==> src/rtl/spi_pkg.sv <==
// spi_pkg: FSM state encoding and 2-bit SPI command codes shared by the slave
package spi_pkg;
  typedef enum logic [2:0] {IDLE, CHK_CMD, WRITE, READ_ADD, READ_DATA, TX_WAIT, TX_SHIFT} state_t;
  localparam logic [1:0] CMD_WR_ADDR = 2'b00;
  localparam logic [1:0] CMD_WR_DATA = 2'b01;
  localparam logic [1:0] CMD_RD_ADDR = 2'b10;
  localparam logic [1:0] CMD_RD_DATA = 2'b11;
endpackage

==> src/rtl/spi_tx_shifter.sv <==
// spi_tx_shifter: latches a read word on load_i and drives it on miso_o one bit per clk; clr_i drops it, done_o flags the final bit
module spi_tx_shifter #(
  parameter int DATA_WIDTH = 8,
  parameter int LSB_FIRST  = 0
) (
  input  logic                  clk,
  input  logic                  rst,
  input  logic                  clr_i,
  input  logic                  load_i,
  input  logic [DATA_WIDTH-1:0] data_i,
  output logic                  miso_o,
  output logic                  active_o,
  output logic                  done_o
);
  localparam int CW = $clog2(DATA_WIDTH);
  logic [DATA_WIDTH-1:0] sh_q;
  logic [CW-1:0] cnt_q;
  logic active_q, miso_q;
  assign done_o = active_q && cnt_q == '0;
  assign active_o = active_q;
  assign miso_o = miso_q;
  always_ff @(posedge clk) begin
    if (rst || clr_i) begin
      sh_q <= '0;
      cnt_q <= '0;
      active_q <= 1'b0;
      miso_q <= 1'b0;
    end else if (load_i) begin
      sh_q <= LSB_FIRST != 0 ? data_i >> 1 : data_i << 1;
      cnt_q <= CW'(DATA_WIDTH - 1);
      active_q <= 1'b1;
      miso_q <= LSB_FIRST != 0 ? data_i[0] : data_i[DATA_WIDTH-1];
    end else if (active_q) begin
      sh_q <= LSB_FIRST != 0 ? sh_q >> 1 : sh_q << 1;
      cnt_q <= done_o ? '0 : cnt_q - 1'b1;
      active_q <= !done_o;
      miso_q <= !done_o && (LSB_FIRST != 0 ? sh_q[0] : sh_q[DATA_WIDTH-1]);
    end
  end
endmodule

==> src/rtl/spi_slave_burst.sv <==
// spi_slave_burst: SPI slave (SS_n/MOSI in, MISO out) receiving {cmd,payload} frames on rx_valid/rx_data, serialising tx_data read words with optional bursts, abort_err on early SS_n release
module spi_slave_burst
  import spi_pkg::*;
#(
  parameter int ADDR_SIZE  = 8,
  parameter int DATA_WIDTH = 8,
  parameter int LSB_FIRST  = 0,
  parameter int BURST_EN   = 1,
  localparam int PAYLOAD_W = ADDR_SIZE > DATA_WIDTH ? ADDR_SIZE : DATA_WIDTH,
  localparam int FRAME_W   = PAYLOAD_W + 2
) (
  input  logic                  clk,
  input  logic                  rst,
  input  logic                  SS_n,
  input  logic                  MOSI,
  input  logic                  tx_valid,
  input  logic [DATA_WIDTH-1:0] tx_data,
  output logic                  MISO,
  output logic                  rx_valid,
  output logic [FRAME_W-1:0]    rx_data,
  output logic                  abort_err
);
  localparam int CNT_W = $clog2(FRAME_W);
  state_t state_q;
  logic rd_flag_q, rx_valid_q, abort_q;
  logic [CNT_W-1:0] cnt_q;
  logic [FRAME_W-2:0] rsh_q;
  logic [FRAME_W-1:0] rx_data_q;
  logic tx_load, tx_active, tx_done, last_bit;
  assign tx_load = state_q == TX_WAIT && tx_valid && !SS_n;
  assign last_bit = cnt_q == CNT_W'(FRAME_W - 2);
  assign rx_valid = rx_valid_q;
  assign rx_data = rx_data_q;
  assign abort_err = abort_q;
  spi_tx_shifter #(.DATA_WIDTH(DATA_WIDTH), .LSB_FIRST(LSB_FIRST)) u_tx (
    .clk(clk), .rst(rst), .clr_i(SS_n), .load_i(tx_load), .data_i(tx_data),
    .miso_o(MISO), .active_o(tx_active), .done_o(tx_done)
  );
  always_ff @(posedge clk) begin
    if (rst) begin
      state_q <= IDLE;
      rd_flag_q <= 1'b0;
      cnt_q <= '0;
      rsh_q <= '0;
      rx_valid_q <= 1'b0;
      rx_data_q <= '0;
      abort_q <= 1'b0;
    end else begin
      rx_valid_q <= 1'b0;
      abort_q <= 1'b0;
      case (state_q)
        IDLE: state_q <= SS_n ? IDLE : CHK_CMD;
        CHK_CMD: begin
          rsh_q <= {rsh_q[FRAME_W-3:0], MOSI};
          cnt_q <= '0;
          abort_q <= SS_n;
          state_q <= SS_n ? IDLE : MOSI == CMD_WR_ADDR[1] ? WRITE : rd_flag_q ? READ_DATA : READ_ADD;
        end
        WRITE, READ_ADD, READ_DATA: begin
          rsh_q <= {rsh_q[FRAME_W-3:0], MOSI};
          cnt_q <= cnt_q + 1'b1;
          if (last_bit) begin
            // SS_n rising together with the last bit still completes the frame
            rx_valid_q <= 1'b1;
            rx_data_q <= {rsh_q, MOSI};
            rd_flag_q <= rd_flag_q || state_q == READ_ADD;
            state_q <= state_q == READ_DATA && !SS_n ? TX_WAIT : IDLE;
          end else if (SS_n) begin
            abort_q <= 1'b1;
            state_q <= IDLE;
          end
        end
        TX_WAIT: begin
          rd_flag_q <= rd_flag_q && !SS_n;
          state_q <= SS_n ? IDLE : tx_valid ? TX_SHIFT : TX_WAIT;
        end
        TX_SHIFT: begin
          if (tx_done && !SS_n && BURST_EN != 0) begin
            rx_valid_q <= 1'b1;
            rx_data_q <= {CMD_RD_DATA, {PAYLOAD_W{1'b0}}};
            state_q <= TX_WAIT;
          end else if (tx_done || SS_n) begin
            // non-burst completion parks here until SS_n rises; an early rise aborts
            rd_flag_q <= 1'b0;
            abort_q <= SS_n && tx_active && !tx_done;
            state_q <= SS_n ? IDLE : TX_SHIFT;
          end
        end
        default: state_q <= IDLE;
      endcase
    end
  end
endmodule
==> config.mk <==
export PLATFORM = sky130hd
export DESIGN_NAME = spi_slave_burst
export DESIGN_NICKNAME = d
export VERILOG_FILES = /design/src/rtl/spi_pkg.sv /design/src/rtl/spi_tx_shifter.sv /design/src/rtl/spi_slave_burst.sv
export SDC_FILE = /design/constraint.sdc
export NUM_CORES = 1
export LEC_CHECK = 0
export ABC_AREA = 1
export ABC_CLOCK_PERIOD_IN_PS = 1750
export CAP_MARGIN = 10
export CORE_MARGIN = 8
export CORE_UTILIZATION = 54
export CTS_BUF_LIST = sky130_fd_sc_hd__clkbuf_4 sky130_fd_sc_hd__clkbuf_8 sky130_fd_sc_hd__clkbuf_16
export DETAILED_ROUTE_END_ITERATION = 10
export PLACE_DENSITY = 0.79
export SLEW_MARGIN = 10
export SYNTH_ARGS = -nofsm -noshare
export SYNTH_HDL_FRONTEND = slang
export SYNTH_SLANG_ARGS = --single-unit
==> constraint.sdc <==
create_clock -name clk -period 1.75 [get_ports clk]
set_clock_uncertainty 0.2 [all_clocks]
set_input_delay 0.525 -clock clk [delete_from_list [all_inputs] [get_ports clk]]
set_output_delay 0.525 -clock clk [all_outputs]
set_load 0.005 [all_outputs]
placement_by_type.png
Fill, decap, tap and diode cells in gray.
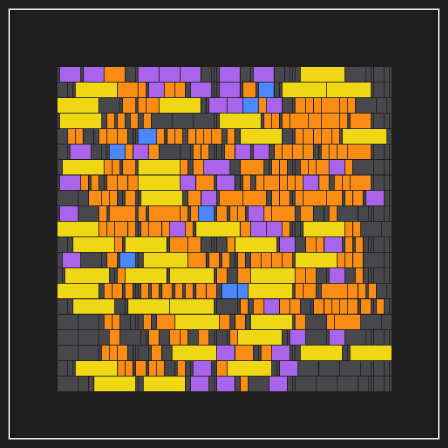
Blue shows clock drivers and dummy loads, cells 8, share of their area 2.5%. Orange shows combinational and other logic, cells 208, share of their area 45%. Purple shows other buffers and delay cells, cells 44, share of their area 16%. Yellow shows flops, cells 41, share of their area 36%.
# rows: 21
post-route cell area: 2380 µm²
utilization after layout: 70.7%
Core Region: 3360 µm²

detail.png
The bar under the picture is 20 µm long. Region (0, 0) to (50, 50) µm. Cells in gray, sequential cells in the stronger gray; small squares are vias.
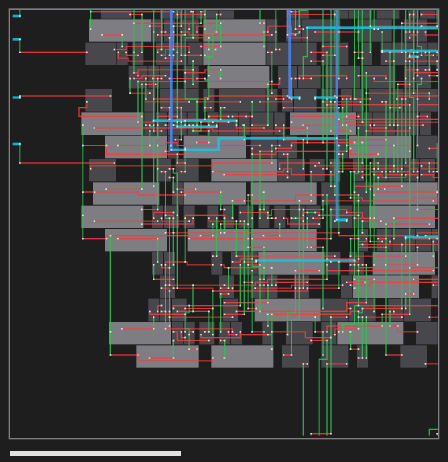
Red shows metal 1. Cyan shows metal 3. Blue shows metal 4. Green shows metal 2.
Sequential cells in the window: 27. Most frequent: nor2_1 (34), o21ai_0 (18), dfxtp_1 (16). Netlist names of flops here include rx_data (10), rsh_q (9), u_tx.cnt_q (3). 155 logic cells have their middle in the window.

flops_by_reg.png
Other sequential cells in the stronger gray, the rest of the logic in the fainter gray.
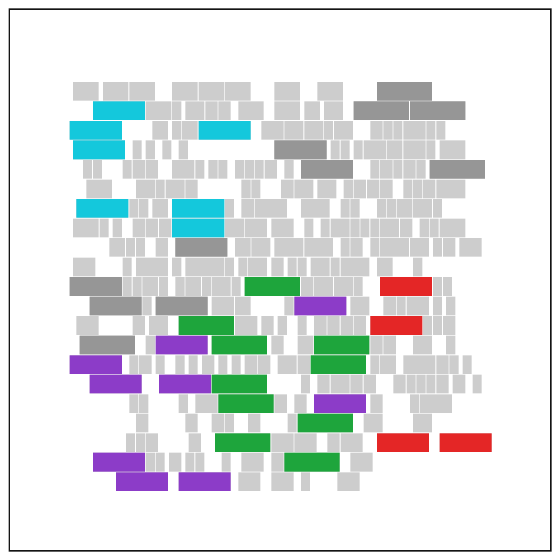
Green shows rx_data, placed flops 10. Purple shows rsh_q, placed flops 9. Cyan shows u_tx.sh_q, placed flops 7, where top left. Red shows cnt_q, placed flops 4.
sequential share of cell area: 35.3%
total sequential power: 0.000975 W
register area: 840 µm²

metal_density.png
The bar under the picture is 20 µm long. The die is cut into 15 by 15 equal tiles; black is low, pale yellow is high, scaled to the fullest tile. Values are wire area over tile area, all layers added.
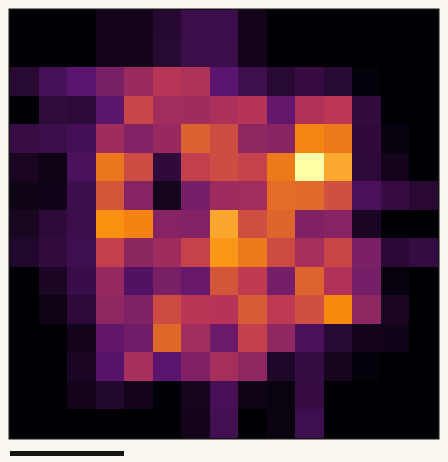
26% of the tiles are nearly empty. 17% of the tiles are over half the peak. The mean over all tiles is 0.12. The densest ninth of the die: middle. The fullest tile reaches 0.51.

==> reports/results.ini <==
[placement]
gp_congestion=0.858
portBuffers=25
placed_cell_area_um2=2250
dp_cells=337
place_ws_ps=-331
dp_hpwl_mm=3.12

[critical_path]
cpLargestDelayFamily=flip-flops
critPathBufInv=1
worstPathCellList=dlygate4sd2_1
endpoint=MISO
slowest_stage=dfxtp_1
r2r_end=abort_err$_SDFF_PP0_
arrival_ps=980
critPathMaxFanout=2
worstPathRequired_ps=1020
criticalPathCategory=reg -> out
end_kind=output port
startpoint=u_tx.miso_o$_SDFFE_PP0P_

[power_and_ir_drop]
powerDensity_nw_per_um2=674
switching_share_pct=26.4
p_comb_share_pct=8.5
power_switching_w=0.000423
pwr-share-clk_pct=30.6
irDropWorstVdd_mv=0.540
finalPower_w=0.00160
p_leak_nw=1.06
sequentialPowerShare_pct=60.8

[drt]
wl_met1_mm=1.94
routed-wl-met3_um=199
drc=0
wirelength_mm=4.24
drt_iter0_markers=135
ant_nets=0
num_vias=1751
first_pass_iters=4
wl_met2_mm=2.03

[final_timing]
setup_tns_ps=0
fmax_mhz=587
setup_viol=0
maxSlewHeadroom_pct=70.2
fin_crit_ps=1700
slew_viol_final=0
hold_viol_final=0

[clock_network]
path_clk_slew_ps=130
hold_buffers=0
cts_setup_buffers=1
cts_resized=25
clk_path_buf_depth=2
clock-sinks=41
numCtsBuffers=5

[grt]
grt.overflow.total=0
globalRouteMet2Util_pct=24.7
grt_util_all_layers_pct=16.3
grt_pass1_vias=1579
grt-busiest-layer=met2
grt_antenna_before_repair=0
grt_max_degree=20

[layout]
area_delta_synth_final_pct=25.5
lay_top_count=nor2_1
fin_nets=317
fillCellCount=296
logic_area_um2=947
layout_top_cells=nor2_1 (48), nand2_1 (42), o21ai_0 (26), dfxtp_1 (26), buf_4 (19)
n_antenna_cell=0
drive_gt1_share_pct=23.9

[logic_synthesis]
ys_seq_share_pct=43.3
synth.logic.top_family=simple AND/OR/NAND/NOR gates
aoi_share_pct=18.0
yosys.area_share.adder_pct=2.64
netlist_area_um2=1900
synth_chip_area_um2=1900
synth.avg_cell_area_um2=7.35
yosysCellCount=258
mux_share_pct=0
syn_nets=275
simple_gate_share_pct=26.7
ys_types=30
ys_ff=41

[status]
status=completed

[run]
warning_count=27

[die]
core_util_floorplan_pct=56.4
die_w_um=75.2
ios=26
die_area_um2=5660
dieHeight_um=75.2

[hold_path]
hp-start=u_tx.sh_q[2]$_SDFFE_PP0P_
min_path_cells=2
hold_path_class=reg -> reg

[power groups by stage]
stage / sequential, W / clock (W) / combinational, W
after floorplan: 0.000990 / 0 / 0.0000790
after global placement: 0.000995 / 0 / 0.000132
after detailed placement: 0.000995 / 0 / 0.000135
after global routing: 0.000979 / 0.000545 / 0.000153
final: 0.000975 / 0.000491 / 0.000137
after CTS: 0.000974 / 0.000507 / 0.000135
[state kept, by name, summed over array words and instances, names as in the netlist]
register and cells:
abort_err 1, cnt_q 4, rd_flag_q 1, rsh_q 9, rx_data 10, rx_valid 1
state_q 3, u_tx.active_o 1, u_tx.cnt_q 3, u_tx.miso_o 1, u_tx.sh_q 7
[Yosys cell counts, drive strengths merged]
| master | count | area [µm²] |
|---|---|---|
| nor3 | 3 | 15.0 |
| a21oi | 23 | 119 |
| clkinv | 2 | 8.75 |
| o211a | 1 | 10.0 |
| o21ai | 31 | 159 |
| dfxtp | 41 | 821 |
| nand3 | 10 | 65.1 |
| buf | 7 | 65.1 |
| o21bai | 1 | 7.51 |
| inv | 22 | 82.6 |
| clkbuf | 3 | 21.3 |
| o22ai | 2 | 12.5 |
| a31oi | 4 | 25.0 |
| a211oi | 1 | 7.51 |
| ha | 4 | 50.1 |
| nor2 | 52 | 213 |
| nand2 | 51 | 214 |
[worst register-to-register path, cell delays in order, from the launching register on]
cell      delay [ps]
dfxtp_2          350
inv_1             50
ha_1             190
ha_2             180
nor2_1           240
a21oi_1          130
a211oi_1         230
[area by class of cell]
class / instances / share of cell area [%]
multi-input cells: 184 / 39.8
clock inverters: 3 / 0.894
flip-flops and latches: 41 / 35.3
repair buffers: 44 / 15.9
inverters: 24 / 4.05
well taps: 46 / 2.42
clock buffers: 5 / 1.58
No activity file was given, so power comes from the tool's default toggle rates.
